<file path="src/rtl/pe_pkg.sv">
// Shared types and constants for the sparse row-convolution processing element.
package pe_pkg;

  localparam int unsigned DATA_WIDTH_DEF  = 8;
  localparam int unsigned ACC_WIDTH_DEF   = 24;
  localparam int unsigned IF_WIDTH        = 16;
  localparam int unsigned KERNEL_WIDTH    = 3;
  localparam int unsigned KERNEL_SIZE     = KERNEL_WIDTH * KERNEL_WIDTH;
  localparam int unsigned ACT_INDEX_WIDTH = $clog2(IF_WIDTH);
  localparam int unsigned OUT_WIDTH       = IF_WIDTH - KERNEL_WIDTH + 1;
  localparam int unsigned COL_W           = $clog2(KERNEL_WIDTH);

  // Saturation limits for the default accumulator width
  localparam logic signed [ACC_WIDTH_DEF-1:0] ACC_MAX_DEF = {1'b0, {(ACC_WIDTH_DEF-1){1'b1}}};
  localparam logic signed [ACC_WIDTH_DEF-1:0] ACC_MIN_DEF = {1'b1, {(ACC_WIDTH_DEF-1){1'b0}}};

  typedef enum logic [1:0] {
    IDLE     = 2'd0,
    WAIT_ROW = 2'd1,
    TAP      = 2'd2,
    DRAIN    = 2'd3
  } pe_state_e;

  // Flat kernel slot of weight (row, col); slot k lives at bits [8k+7:8k]
  function automatic int unsigned weight_idx(input int unsigned row, input int unsigned col);
    return row * KERNEL_WIDTH + col;
  endfunction

endpackage

</file>
<file path="src/rtl/pe_mac_sat.sv">
// Signed multiply of activation and weight added into a saturating accumulator.
module pe_mac_sat #(
  parameter int unsigned DATA_WIDTH = 8,
  parameter int unsigned ACC_WIDTH  = 24
) (
  input  logic signed [DATA_WIDTH-1:0] act_i,
  input  logic signed [DATA_WIDTH-1:0] wgt_i,
  input  logic signed [ACC_WIDTH-1:0]  acc_i,
  output logic signed [ACC_WIDTH-1:0]  acc_o
);

  localparam int unsigned PROD_W = 2 * DATA_WIDTH;
  localparam int unsigned SUM_W  = ACC_WIDTH + 1;
  localparam logic signed [ACC_WIDTH-1:0] SAT_MAX = {1'b0, {(ACC_WIDTH-1){1'b1}}};
  localparam logic signed [ACC_WIDTH-1:0] SAT_MIN = {1'b1, {(ACC_WIDTH-1){1'b0}}};

  logic signed [PROD_W-1:0] prod;
  logic signed [SUM_W-1:0]  sum;

  // One guard bit catches overflow; clamp toward the sign of the true sum
  always_comb begin
    prod = act_i * wgt_i;
    sum  = SUM_W'(acc_i) + SUM_W'(prod);
    if (sum[SUM_W-1] != sum[SUM_W-2]) begin
      acc_o = sum[SUM_W-1] ? SAT_MIN : SAT_MAX;
    end else begin
      acc_o = sum[ACC_WIDTH-1:0];
    end
  end

endmodule

</file>
<file path="src/rtl/pe_row_accumulator.sv">
// Zero-skipping 1-D row convolution into a partial-sum row buffer with a valid/ready drain.
module pe_row_accumulator
  import pe_pkg::*;
#(
  parameter int unsigned DATA_WIDTH = DATA_WIDTH_DEF,
  parameter int unsigned ACC_WIDTH  = ACC_WIDTH_DEF
) (
  input  logic                              clk,
  input  logic                              reset,
  input  logic                              start,
  input  logic [DATA_WIDTH*KERNEL_SIZE-1:0] parallel_out,
  input  logic                              en,
  input  logic [DATA_WIDTH-1:0]             serial_out,
  input  logic [ACT_INDEX_WIDTH-1:0]        act_index,
  input  logic [ACT_INDEX_WIDTH-1:0]        row_index,
  input  logic [ACT_INDEX_WIDTH:0]          row_val_num,
  input  logic                              zero_flag,
  output logic                              row_finish_done,
  output logic                              row_cal_done,
  output logic [ACC_WIDTH-1:0]              psum_data,
  output logic [ACT_INDEX_WIDTH-1:0]        psum_index,
  output logic                              psum_valid,
  input  logic                              psum_ready,
  output logic                              busy
);

  localparam int unsigned CNT_W = ACT_INDEX_WIDTH + 1;

  pe_state_e                                     state_q;
  logic [KERNEL_SIZE-1:0][DATA_WIDTH-1:0]        kernel_q;
  logic signed [ACC_WIDTH-1:0]                   acc_q [OUT_WIDTH];
  logic signed [ACC_WIDTH-1:0]                   acc_d [OUT_WIDTH];
  logic signed [DATA_WIDTH-1:0]                  act_q;
  logic [ACT_INDEX_WIDTH-1:0]                    act_idx_q;
  logic [ACT_INDEX_WIDTH-1:0]                    row_idx_q;
  logic [CNT_W-1:0]                              row_num_q;
  logic [CNT_W-1:0]                              act_cnt_q;
  logic                                          row_open_q;
  logic [COL_W-1:0]                              tap_col_q;
  logic                                          tap_hit_q;
  logic                                          row_finish_q;
  logic                                          row_cal_q;
  logic                                          psum_valid_q;
  logic [ACT_INDEX_WIDTH-1:0]                    psum_idx_q;
  logic                                          busy_q;

  logic [ACT_INDEX_WIDTH-1:0]   sel_row;
  logic [KERNEL_WIDTH-1:0]      mask;
  logic [COL_W:0]               search_from;
  logic                         next_hit;
  logic [COL_W-1:0]             next_col;
  logic [ACT_INDEX_WIDTH-1:0]   tap_ofs;
  logic                         ofs_ok;
  logic signed [DATA_WIDTH-1:0] w_cur;
  logic signed [ACC_WIDTH-1:0]  acc_rd;
  logic signed [ACC_WIDTH-1:0]  acc_sum;

  // Kernel weight lookup; rows beyond the kernel read as zero
  function automatic logic signed [DATA_WIDTH-1:0] weight_at(
    input logic [KERNEL_SIZE-1:0][DATA_WIDTH-1:0] kern,
    input logic [ACT_INDEX_WIDTH-1:0]             row,
    input logic [COL_W-1:0]                       col
  );
    weight_at = '0;
    for (int unsigned k = 0; k < KERNEL_SIZE; k++) begin
      if (k == weight_idx(32'(row), 32'(col))) weight_at = $signed(kern[k]);
    end
  endfunction

  // Next nonzero tap: first column on acceptance, the following one while tapping
  always_comb begin
    sel_row     = (state_q == WAIT_ROW && !row_open_q) ? row_index : row_idx_q;
    search_from = (state_q == TAP) ? ((COL_W+1)'(tap_col_q) + (COL_W+1)'(1)) : '0;
    mask        = '0;
    next_hit    = 1'b0;
    next_col    = '0;
    for (int c = 0; c < KERNEL_WIDTH; c++) begin
      mask[c] = (weight_at(kernel_q, sel_row, COL_W'(c)) != '0);
    end
    for (int c = KERNEL_WIDTH - 1; c >= 0; c--) begin
      if (mask[c] && ((COL_W+1)'(c) >= search_from)) begin
        next_hit = 1'b1;
        next_col = COL_W'(c);
      end
    end
  end

  // Output column hit by the current tap and its current partial sum
  always_comb begin
    tap_ofs = act_idx_q - ACT_INDEX_WIDTH'(tap_col_q);
    ofs_ok  = (ACT_INDEX_WIDTH'(tap_col_q) <= act_idx_q) &&
              (tap_ofs < ACT_INDEX_WIDTH'(OUT_WIDTH));
    w_cur   = weight_at(kernel_q, row_idx_q, tap_col_q);
    acc_rd  = '0;
    for (int unsigned i = 0; i < OUT_WIDTH; i++) begin
      if (tap_ofs == ACT_INDEX_WIDTH'(i)) acc_rd = acc_q[i];
    end
  end

  pe_mac_sat #(
    .DATA_WIDTH (DATA_WIDTH),
    .ACC_WIDTH  (ACC_WIDTH)
  ) u_mac (
    .act_i (act_q),
    .wgt_i (w_cur),
    .acc_i (acc_rd),
    .acc_o (acc_sum)
  );

  // Accumulator next state: clear on start, update on tap, shift down on drain beat
  always_comb begin
    for (int unsigned i = 0; i < OUT_WIDTH; i++) acc_d[i] = acc_q[i];
    if (state_q == IDLE && start) begin
      for (int unsigned i = 0; i < OUT_WIDTH; i++) acc_d[i] = '0;
    end else if (state_q == TAP && tap_hit_q && ofs_ok) begin
      for (int unsigned i = 0; i < OUT_WIDTH; i++) begin
        if (tap_ofs == ACT_INDEX_WIDTH'(i)) acc_d[i] = acc_sum;
      end
    end else if (state_q == DRAIN && psum_ready) begin
      for (int unsigned i = 0; i + 1 < OUT_WIDTH; i++) acc_d[i] = acc_q[i+1];
      acc_d[OUT_WIDTH-1] = '0;
    end
  end

  // Control FSM, row bookkeeping and registered handshakes
  always_ff @(posedge clk or posedge reset) begin
    if (reset) begin
      state_q      <= IDLE;
      kernel_q     <= '0;
      for (int unsigned i = 0; i < OUT_WIDTH; i++) acc_q[i] <= '0;
      act_q        <= '0;
      act_idx_q    <= '0;
      row_idx_q    <= '0;
      row_num_q    <= '0;
      act_cnt_q    <= '0;
      row_open_q   <= 1'b0;
      tap_col_q    <= '0;
      tap_hit_q    <= 1'b0;
      row_finish_q <= 1'b0;
      row_cal_q    <= 1'b0;
      psum_valid_q <= 1'b0;
      psum_idx_q   <= '0;
      busy_q       <= 1'b0;
    end else begin
      for (int unsigned i = 0; i < OUT_WIDTH; i++) acc_q[i] <= acc_d[i];
      row_finish_q <= 1'b0;
      row_cal_q    <= 1'b0;
      unique case (state_q)
        IDLE: begin
          if (start) begin
            kernel_q   <= parallel_out;
            row_open_q <= 1'b0;
            busy_q     <= 1'b1;
            state_q    <= WAIT_ROW;
          end
        end
        WAIT_ROW: begin
          if (en) begin
            if (zero_flag || (!row_open_q && row_val_num == '0)) begin
              row_cal_q  <= 1'b1;
              row_open_q <= 1'b0;
              if (row_index == ACT_INDEX_WIDTH'(KERNEL_WIDTH-1)) begin
                state_q      <= DRAIN;
                psum_valid_q <= 1'b1;
                psum_idx_q   <= '0;
              end
            end else begin
              act_q     <= $signed(serial_out);
              act_idx_q <= act_index;
              if (!row_open_q) begin
                row_open_q <= 1'b1;
                row_idx_q  <= row_index;
                row_num_q  <= row_val_num;
                act_cnt_q  <= '0;
              end
              tap_hit_q <= next_hit;
              tap_col_q <= next_col;
              state_q   <= TAP;
            end
          end
        end
        TAP: begin
          if (!tap_hit_q || !next_hit) begin
            row_finish_q <= 1'b1;
            act_cnt_q    <= act_cnt_q + CNT_W'(1);
            if (act_cnt_q + CNT_W'(1) == row_num_q) begin
              row_cal_q  <= 1'b1;
              row_open_q <= 1'b0;
              if (row_idx_q == ACT_INDEX_WIDTH'(KERNEL_WIDTH-1)) begin
                state_q      <= DRAIN;
                psum_valid_q <= 1'b1;
                psum_idx_q   <= '0;
              end else begin
                state_q <= WAIT_ROW;
              end
            end else begin
              state_q <= WAIT_ROW;
            end
          end else begin
            tap_col_q <= next_col;
          end
        end
        DRAIN: begin
          if (psum_ready) begin
            if (psum_idx_q == ACT_INDEX_WIDTH'(OUT_WIDTH-1)) begin
              psum_valid_q <= 1'b0;
              psum_idx_q   <= '0;
              busy_q       <= 1'b0;
              state_q      <= IDLE;
            end else begin
              psum_idx_q <= psum_idx_q + ACT_INDEX_WIDTH'(1);
            end
          end
        end
        default: state_q <= IDLE;
      endcase
    end
  end

  assign row_finish_done = row_finish_q;
  assign row_cal_done    = row_cal_q;
  assign psum_data       = acc_q[0];
  assign psum_index      = psum_idx_q;
  assign psum_valid      = psum_valid_q;
  assign busy            = busy_q;

endmodule

</file>
<file path="config.mk">
export PLATFORM = sky130hd
export DESIGN_NAME = pe_row_accumulator
export DESIGN_NICKNAME = d
export VERILOG_FILES = /design/src/rtl/pe_pkg.sv /design/src/rtl/pe_mac_sat.sv /design/src/rtl/pe_row_accumulator.sv
export SDC_FILE = /design/constraint.sdc
export NUM_CORES = 2
export LEC_CHECK = 0
export ABC_AREA = 1
export CAP_MARGIN = 15
export CORE_MARGIN = 2
export CORE_UTILIZATION = 56
export CTS_CLUSTER_SIZE = 16
export DETAILED_ROUTE_END_ITERATION = 10
export PLACE_DENSITY = 0.78
export SETUP_SLACK_MARGIN = 0.1
export SYNTH_ARGS = -nofsm -noshare
export SYNTH_HDL_FRONTEND = slang
export SYNTH_SLANG_ARGS = --single-unit
</file>
<file path="constraint.sdc">
create_clock -name clk -period 15.7 [get_ports clk]
set_input_delay 3.14 -clock clk [delete_from_list [all_inputs] [get_ports clk]]
set_output_delay 3.14 -clock clk [all_outputs]
set_load 0.01 [all_outputs]
</file>
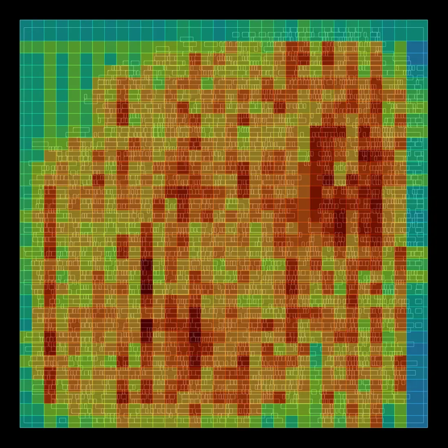
**Above:** congestion heat map.
met1 Use GR: 44.7%
met2 usage: 52.0%

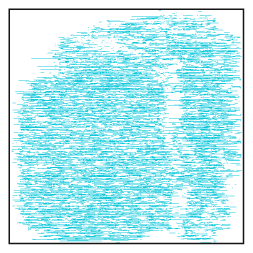
**Above:** the metal 1 layer.
Scale: 1 px per um.
main direction = horizontal
wire length on this layer = 36.0 mm
nets with wire on the layer = 3631
share of all routed wire = 42%

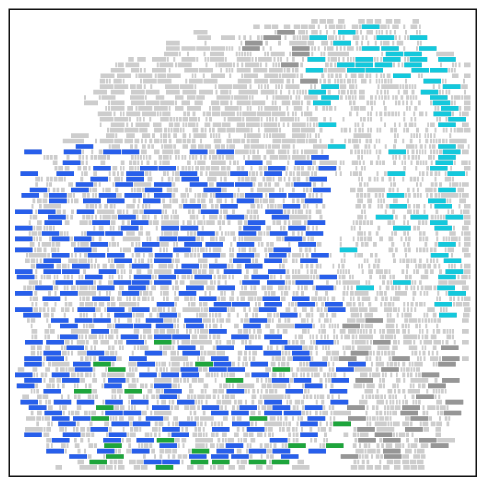
**Above:** where the registers sit.
Scale: 2 px per um. Other sequential cells in the stronger gray, the rest of the logic in the fainter gray.
cyan -> kernel_q  # placed flops 72
blue -> acc_q  # placed flops 312
green -> psum_data  # placed flops 24

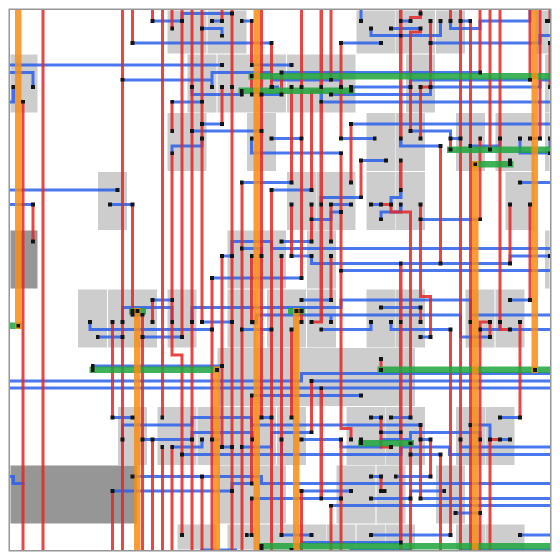
**Above:** a small window of the routed layout.
Window x 162 to 187, y 162 to 187 um. Cells in gray, sequential cells in the stronger gray; small squares are vias.
red -> M2
blue -> M1
green -> M3
orange -> M4
netlist names of flops here include = kernel_q (1)
cells with their middle in the window = 50
sequential cells in the window = 1
most frequent = nand2_1 (21), inv_1 (6), nand3_1 (6)

==> critical path: cells and delay by family (launching register included) <==
family                     cells  cell delay (ns)
and+or+nand+nor                7             2.37
buffers and inverters          6             0.86
adders and majority gates      9             4.04
xor gates and xnor gates       1             0.21
DFF                            1             0.41
AOI/OAI and AO/OA             11             2.21
==> final cells by class <==
type,count,area (sq um),area share [%]
clock inverters,16,198,0.610
well taps,680,851,2.63
inverters,553,2080,6.43
clock buffers,71,1410,4.34
repair buffers,173,1670,5.16
multi-input cells,2393,15000,46.2
flip-flops and latches,448,11200,34.6
==> metal layers <==
metal	up-vias	global-route usage [%]	share of wire, %
met2	1133	52.0	47
met5	-	0	0
met3	198	4.46	7.2
met4	0	11.5	3.5
li1	12000	-	-
met1	12600	44.7	42
==> Changelog: implementation <==
### Implementation results

- Postcts setup bufs: 0
- Final WS setup: 5.49 ns
- Slew @ Worst Pin: 1.17 ns
- Adder share: 11.4%
- RSZ-0062 raised after global routing: no
- Peak Freq: 97.9 MHz
- Largest net degree at the start of global routing: 183
- MUX share of area: 0.115%
- CTS H-tree lvls: 2
- IO Pins: 131
- Distinct cells, synth: 58
- Initial antenna violation count: 0
- Vias: 25900
- Row count: 83
- Max cap viols: 0
- Ao+oa area frac: 22.0%
- Synth Seq Share: 38.2%
- Vias per inst: 5.98
- Placed Instances: 4244
- Post-synth net total: 3891
- Grt ovf: 0
- Yosys xor share: 1.04%
- Final Hold Fails: 0
- R2r worst-path depth: 34
- Setup slack at placement: 5.25 ns
- Critical Path End: acc_q[274]
- Most used logic cell in the final layout: nand2_1
- FP Util: 56.9%
- Area after DPL: 30800 sq um
- Worst-path clk slew: 0.06 ns
- Status: completed
- Die y size: 233 um
- Initial DRC count: 2655
- Slowest stage delay, CP: 0.73 ns
- Hold_sp: acc_q[79]
- Vias in the first global route: 25400
- First-pass GRT wire length: 138 mm
- Minimum clock period: 10.21 ns
- Ant diodes: 0
- Hold WS: 0.505 ns
- Die W: 233 um
- DRC violations left: 0
- Worst Hold Depth: 2
- Yosys stat cell total: 3593
- Crit path DAT: 10.73 ns
- Post-synth EDFFs: 0
- Clk latency late pin: 0.62 ns
- Max reg flops: 312
- Clock skew: 0.0316 ns
- Largest type area fraction: 38.2%
- CTS tree: built
- CP startpoint: tap_col_q[1]
- Top Layout Cells: nand2_1, inv_1, dfrtp_1
- Largest Register: acc_q
- Core footprint: 51500 sq um
- Crit. End Element: register
- Hold Crit Class: reg -> reg
- Nets: 3915
- Cells after Synth: 3593
- Max Slew Vio Count: 0
- CP max stage cell: fa_1
- Reg2reg end: acc_q[274]
- Slew Limit Headroom: 22.1%
- Comb area leader: AND-OR/OR-AND gates
- Share of layout cells above drive strength 1: 7.58%
- Biggest area cells: dfrtp_1, nand2_1, fa_1
